**src/rtl/fifo_frame_packer_pkg.sv**
```systemverilog
// Shared constants for the frame packer: sync byte, header field layout,
// FSM state encodings and a header builder.
package fifo_frame_packer_pkg;

    localparam logic [7:0] SYNC_BYTE = 8'hA5;

    // Header layout: SYNC [31:24], SEQ [23:8], LEN [7:0]
    localparam int SYNC_LSB = 24;
    localparam int SYNC_W   = 8;
    localparam int SEQ_LSB  = 8;
    localparam int SEQ_W    = 16;
    localparam int LEN_LSB  = 0;
    localparam int LEN_W    = 8;

    localparam logic [1:0] ST_FILL = 2'd0;
    localparam logic [1:0] ST_HDR  = 2'd1;
    localparam logic [1:0] ST_PAY  = 2'd2;
    localparam logic [1:0] ST_TRL  = 2'd3;

    function automatic logic [31:0] make_header(input logic [SEQ_W-1:0] seq,
                                                input logic [LEN_W-1:0] len);
        logic [31:0] hdr;
        hdr = '0;
        hdr[SYNC_LSB +: SYNC_W] = SYNC_BYTE;
        hdr[SEQ_LSB  +: SEQ_W]  = seq;
        hdr[LEN_LSB  +: LEN_W]  = len;
        return hdr;
    endfunction

endpackage

```
**src/rtl/fifo_frame_buf.sv**
```systemverilog
// Payload buffer: FRAME_WORDS x DATA_WIDTH register array.
// Ports: clock, wr_en/wr_idx/wr_data (synchronous write),
//        rd_idx -> rd_data (combinational read). Storage is not reset.
module fifo_frame_buf #(
    parameter int DATA_WIDTH  = 32,
    parameter int FRAME_WORDS = 8,
    parameter int IDX_W       = 3
) (
    input  logic                  clock,
    input  logic                  wr_en,
    input  logic [IDX_W-1:0]      wr_idx,
    input  logic [DATA_WIDTH-1:0] wr_data,
    input  logic [IDX_W-1:0]      rd_idx,
    output logic [DATA_WIDTH-1:0] rd_data
);

    logic [DATA_WIDTH-1:0] mem [FRAME_WORDS];

    always_ff @(posedge clock) begin
        if (wr_en) begin
            mem[wr_idx] <= wr_data;
        end
    end

    assign rd_data = mem[rd_idx];

endmodule

```
**src/rtl/fifo_frame_packer.sv**
```systemverilog
// Frame packer: pops words from the upstream fifo read port, buffers up to
// FRAME_WORDS of them, then emits header / payload / XOR-checksum trailer.
// Ports: clock, rst (async, active high);
//        fifo_data/fifo_valid/fifo_ack  upstream pop interface;
//        flush                          close a partial frame;
//        frame_data/valid/ready/sop/eop downstream frame stream.
//
// state | meaning
// FILL  | popping words into the buffer, accumulating checksum
// HDR   | presenting header word (sync, seq, len)
// PAY   | presenting buffered payload words in order
// TRL   | presenting checksum trailer; on accept return to FILL
module fifo_frame_packer
    import fifo_frame_packer_pkg::*;
#(
    parameter int DATA_WIDTH  = 32,
    parameter int FRAME_WORDS = 8,
    parameter int SEQ_WIDTH   = 16
) (
    input  logic                  clock,
    input  logic                  rst,
    input  logic [DATA_WIDTH-1:0] fifo_data,
    input  logic                  fifo_valid,
    output logic                  fifo_ack,
    input  logic                  flush,
    output logic [DATA_WIDTH-1:0] frame_data,
    output logic                  frame_valid,
    input  logic                  frame_ready,
    output logic                  frame_sop,
    output logic                  frame_eop
);

    localparam int IDX_W = (FRAME_WORDS > 1) ? $clog2(FRAME_WORDS) : 1;
    localparam logic [LEN_W-1:0] MAX_LEN = LEN_W'(FRAME_WORDS);

    logic [1:0]            state;
    logic [LEN_W-1:0]      count;
    logic [LEN_W-1:0]      count_inc;
    logic [LEN_W-1:0]      rd_idx;
    logic [DATA_WIDTH-1:0] csum;
    logic [DATA_WIDTH-1:0] buf_rd_data;
    logic [SEQ_WIDTH-1:0]  seq;
    logic                  pop;
    logic                  close;
    logic                  xfer;

    assign pop       = (state == ST_FILL) && fifo_valid && (count < MAX_LEN);
    assign count_inc = count + {{(LEN_W-1){1'b0}}, pop};
    // A word popped alongside flush belongs to the frame being closed.
    assign close     = (pop && (count_inc == MAX_LEN)) || (flush && (count_inc != '0));
    assign xfer      = frame_valid && frame_ready;
    assign fifo_ack  = pop;

    fifo_frame_buf #(
        .DATA_WIDTH  (DATA_WIDTH),
        .FRAME_WORDS (FRAME_WORDS),
        .IDX_W       (IDX_W)
    ) u_buf (
        .clock   (clock),
        .wr_en   (pop),
        .wr_idx  (count[IDX_W-1:0]),
        .wr_data (fifo_data),
        .rd_idx  (rd_idx[IDX_W-1:0]),
        .rd_data (buf_rd_data)
    );

    always_ff @(posedge clock or posedge rst) begin
        if (rst) begin
            state  <= ST_FILL;
            count  <= '0;
            rd_idx <= '0;
            csum   <= '0;
            seq    <= '0;
        end else begin
            case (state)
                ST_FILL: begin
                    if (pop) begin
                        csum <= csum ^ fifo_data;
                    end
                    count <= count_inc;
                    if (close) begin
                        state <= ST_HDR;
                    end
                end
                ST_HDR: begin
                    if (xfer) begin
                        state  <= ST_PAY;
                        rd_idx <= '0;
                    end
                end
                ST_PAY: begin
                    if (xfer) begin
                        if (rd_idx == count - 1'b1) begin
                            state <= ST_TRL;
                        end else begin
                            rd_idx <= rd_idx + 1'b1;
                        end
                    end
                end
                default: begin
                    if (xfer) begin
                        state  <= ST_FILL;
                        count  <= '0;
                        csum   <= '0;
                        rd_idx <= '0;
                        seq    <= seq + 1'b1;
                    end
                end
            endcase
        end
    end

    always_comb begin
        frame_data  = '0;
        frame_sop   = 1'b0;
        frame_eop   = 1'b0;
        frame_valid = (state != ST_FILL);
        case (state)
            ST_HDR: begin
                frame_data = DATA_WIDTH'(make_header(seq, count));
                frame_sop  = 1'b1;
            end
            ST_PAY: begin
                frame_data = buf_rd_data;
            end
            ST_TRL: begin
                frame_data = csum;
                frame_eop  = 1'b1;
            end
            default: begin
                frame_data = '0;
            end
        endcase
    end

endmodule

```
**config.mk**
```make
export PLATFORM = sky130hd
export DESIGN_NAME = fifo_frame_packer
export DESIGN_NICKNAME = d
export VERILOG_FILES = /design/src/rtl/fifo_frame_packer_pkg.sv /design/src/rtl/fifo_frame_buf.sv /design/src/rtl/fifo_frame_packer.sv
export SDC_FILE = /design/constraint.sdc
export NUM_CORES = 1
export LEC_CHECK = 0
export CORE_MARGIN = 8
export CORE_UTILIZATION = 59
export CTS_BUF_LIST = sky130_fd_sc_hd__clkbuf_4 sky130_fd_sc_hd__clkbuf_8 sky130_fd_sc_hd__clkbuf_16
export DETAILED_ROUTE_END_ITERATION = 16
export HOLD_SLACK_MARGIN = 0.02
export PLACE_DENSITY_LB_ADDON = 0.2
export SETUP_SLACK_MARGIN = 0.3
export SLEW_MARGIN = 5
export SYNTH_ARGS = -nofsm -noshare
export SYNTH_HDL_FRONTEND = slang
export SYNTH_SLANG_ARGS = --single-unit
```
**constraint.sdc**
```tcl
create_clock -name clock -period 7.93 [get_ports clock]
set_input_delay 1.1895 -clock clock [delete_from_list [all_inputs] [get_ports clock]]
set_output_delay 1.1895 -clock clock [all_outputs]
set_load 0.005 [all_outputs]
```
==> flow_metrics.py <==
# Generated from Yosys and OpenROAD reports
metrics = {
    "power": {
        "top_power_group": "registers",
        "seq_power_share_pct": 40.3,
        "clkPwrFrac_pct": 30.5,
        "p_int_mw": 3.684,
        "switchingPower_mw": 1.626,
        "leakagePower_nw": 5.472,
        "p_comb_mw": 1.55,
        "cellPowerDensity_nw_per_um2": 334.8,
        "pwr-share-comb_pct": 29.2,
    },
    "placed_design": {
        "hpwlAfterDp_mm": 18.71,
        "placed_cell_area_um2": 14720,
        "place.gp.congestion": 0.8539,
        "dp_cells": 1156,
    },
    "layout": {
        "layout_top_cells": "edfxtp_1, clkdlybuf4s50_1, nor2_1, mux4_2, dfrtp_1",
        "seq_area_um2": 9344,
        "final_cell_count_no_fill": 1217,
        "logic_gates": 445,
        "seq_area_share_pct": 58.91,
        "drive_gt1_share_pct": 21.24,
        "buffer_area_share_pct": 5.585,
        "nets": 954,
        "nNonClkInverters": 10,
        "largest_reg_flops": 256,
        "seq_cells": 322,
        "syn_to_final_growth_pct": 16.40,
        "dominant_cells": "sequential cells",
    },
    "min_path": {
        "min-delay-start": "seq[15]",
        "hp-class": "register to register",
        "whs_endpoint": "seq[15]",
    },
    "yosys": {
        "yosys_cells": 831,
        "synthAdderAreaFrac_pct": 0.9182,
        "top_cell_area_share_pct": 56.41,
        "synth_area_um2": 13630,
        "fp_nets": 878,
        "netlist_instances": 831,
        "ys_sh_mux_pct": 13.76,
        "avgSynthCellArea_um2": 16.40,
        "post-synth-top-count-cell": "edfxtp_1",
        "top_area_cell": "edfxtp_1",
    },
    "cts": {
        "cts-buffers-inserted": 34,
        "clk_latency_ps": 510,
        "clk_pin_slew_worst_paths_ps": 60,
        "cts_tree": "done",
        "clockBufferDepth": 3,
    },
    "floorplanning": {
        "io_pins": 73,
        "dieWidth_um": 168.0,
        "die_h_um": 168.0,
        "die_area_um2": 28220,
    },
    "final_timing": {
        "slew_headroom_pct": 26.89,
        "final.period_utilization_pct": 63.89,
        "tns_ps": 0,
        "hold_viol": 0,
        "period_needed_ps": 5066,
    },
    "global_routing": {
        "grt_max_degree": 67,
        "grt_pass1_vias": 8293,
        "busiest_layer": "met2",
        "gr-total-overflow": 0,
    },
    "critical_path": {
        "startpoint": "rd_idx[0]",
        "crit_path_start_kind": "register",
        "timing.rr.start": "count[3]",
        "critical_path_cell_count": 6,
        "cp-endpoint": "frame_data[14]",
        "r2r_slack_ps": 4210,
        "cp_cell_sequence": "buf_4, mux4_2, mux2_2, a222oi_1, nor2_1, clkdlybuf4s50_1",
        "slowest_delay_ps": 800,
        "critPathBufInv": 2,
        "cpMaxStageDelayCell": "dfrtp_4",
        "path_max_fanout": 43,
    },
    "routing": {
        "drt-met1-wl_mm": 12.58,
        "top_layer": "met4",
        "antenna_left": 0,
        "remaining_drc_errors": 0,
        "wl_per_cell_um": 26.28,
        "drt_iter0_drc": 859,
    },
    "outcome": {
        "run_status": "finished clean",
    },
    "job": {
        "cap_violations": 0,
    },
}
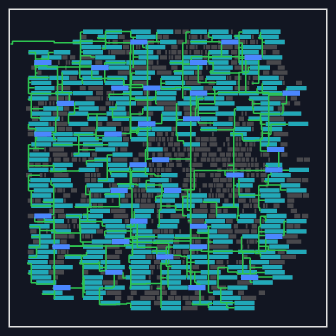
Figure 1: routed clock nets over the placement.
[flip-flops] cyan | count: 322
[clock drivers] blue | count: 34
[clock wires] green | length: 3590 um
flops lie: all over the die

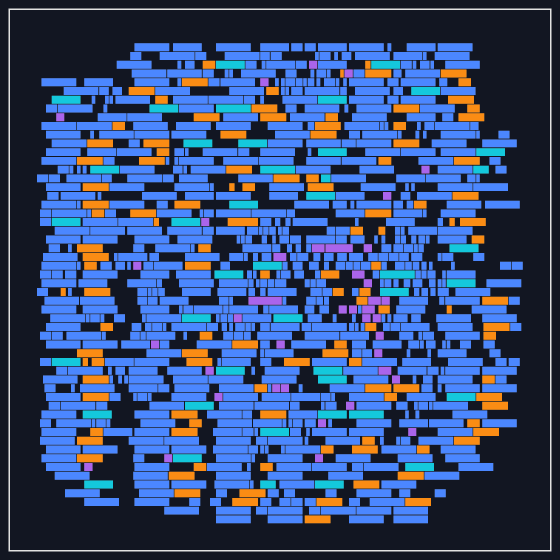
Figure 2: sizing map.
[_0 and _1 cells] blue | cells: 734 | most used: edfxtp_1
[_6 and larger] cyan | cells: 42 | most used: clkbuf_16
[_3 and _4 cells] purple | cells: 39 | most used: buf_4
[_2 cells] orange | cells: 117 | most used: mux4_2

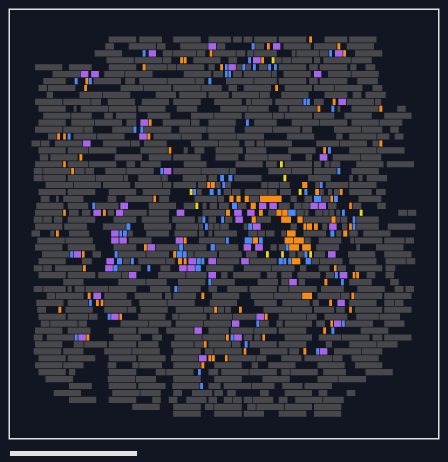
Figure 3: gate families picked out.
The bar under the picture is 50 um long.
[inv cells] yellow | cells: 10
[xor and xnor cells] purple | cells: 59
[nand cells] blue | cells: 85
[nor cells] orange | cells: 98
Comb area share: 25.79%
Commonest Layout Cell: edfxtp_1

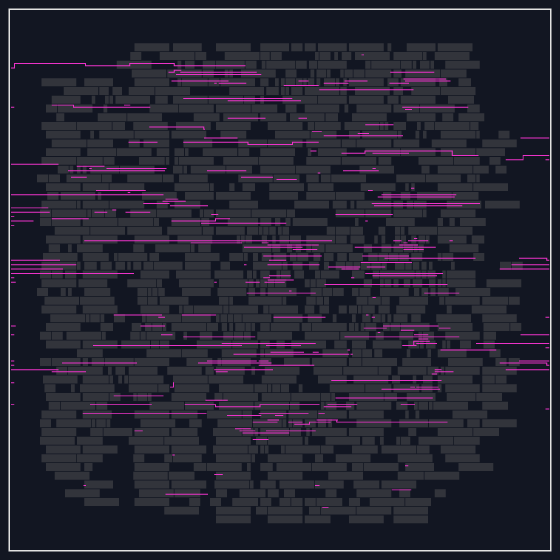
Figure 4: signal wires on met3.
main direction: horizontal
wire length on this layer: 2520 um
routed via count: 7912
final WL: 31.99 mm
met3 Use GR: 4.420%

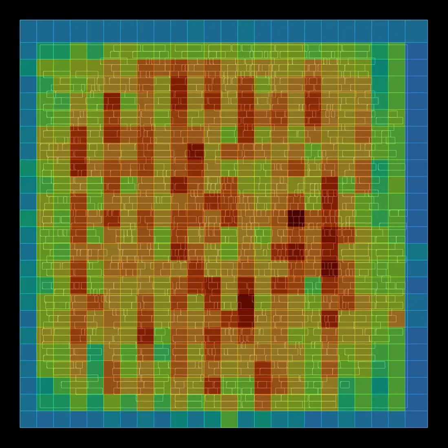
Figure 5: congestion heat map.
GRT Resource Usage Total: 22.83%
final core utilization: 70.06%
M1 GR Usage: 29.42%
M2 GR Usage: 38.46%

Power figures rest on the tool's default switching activity, not on a simulated workload.
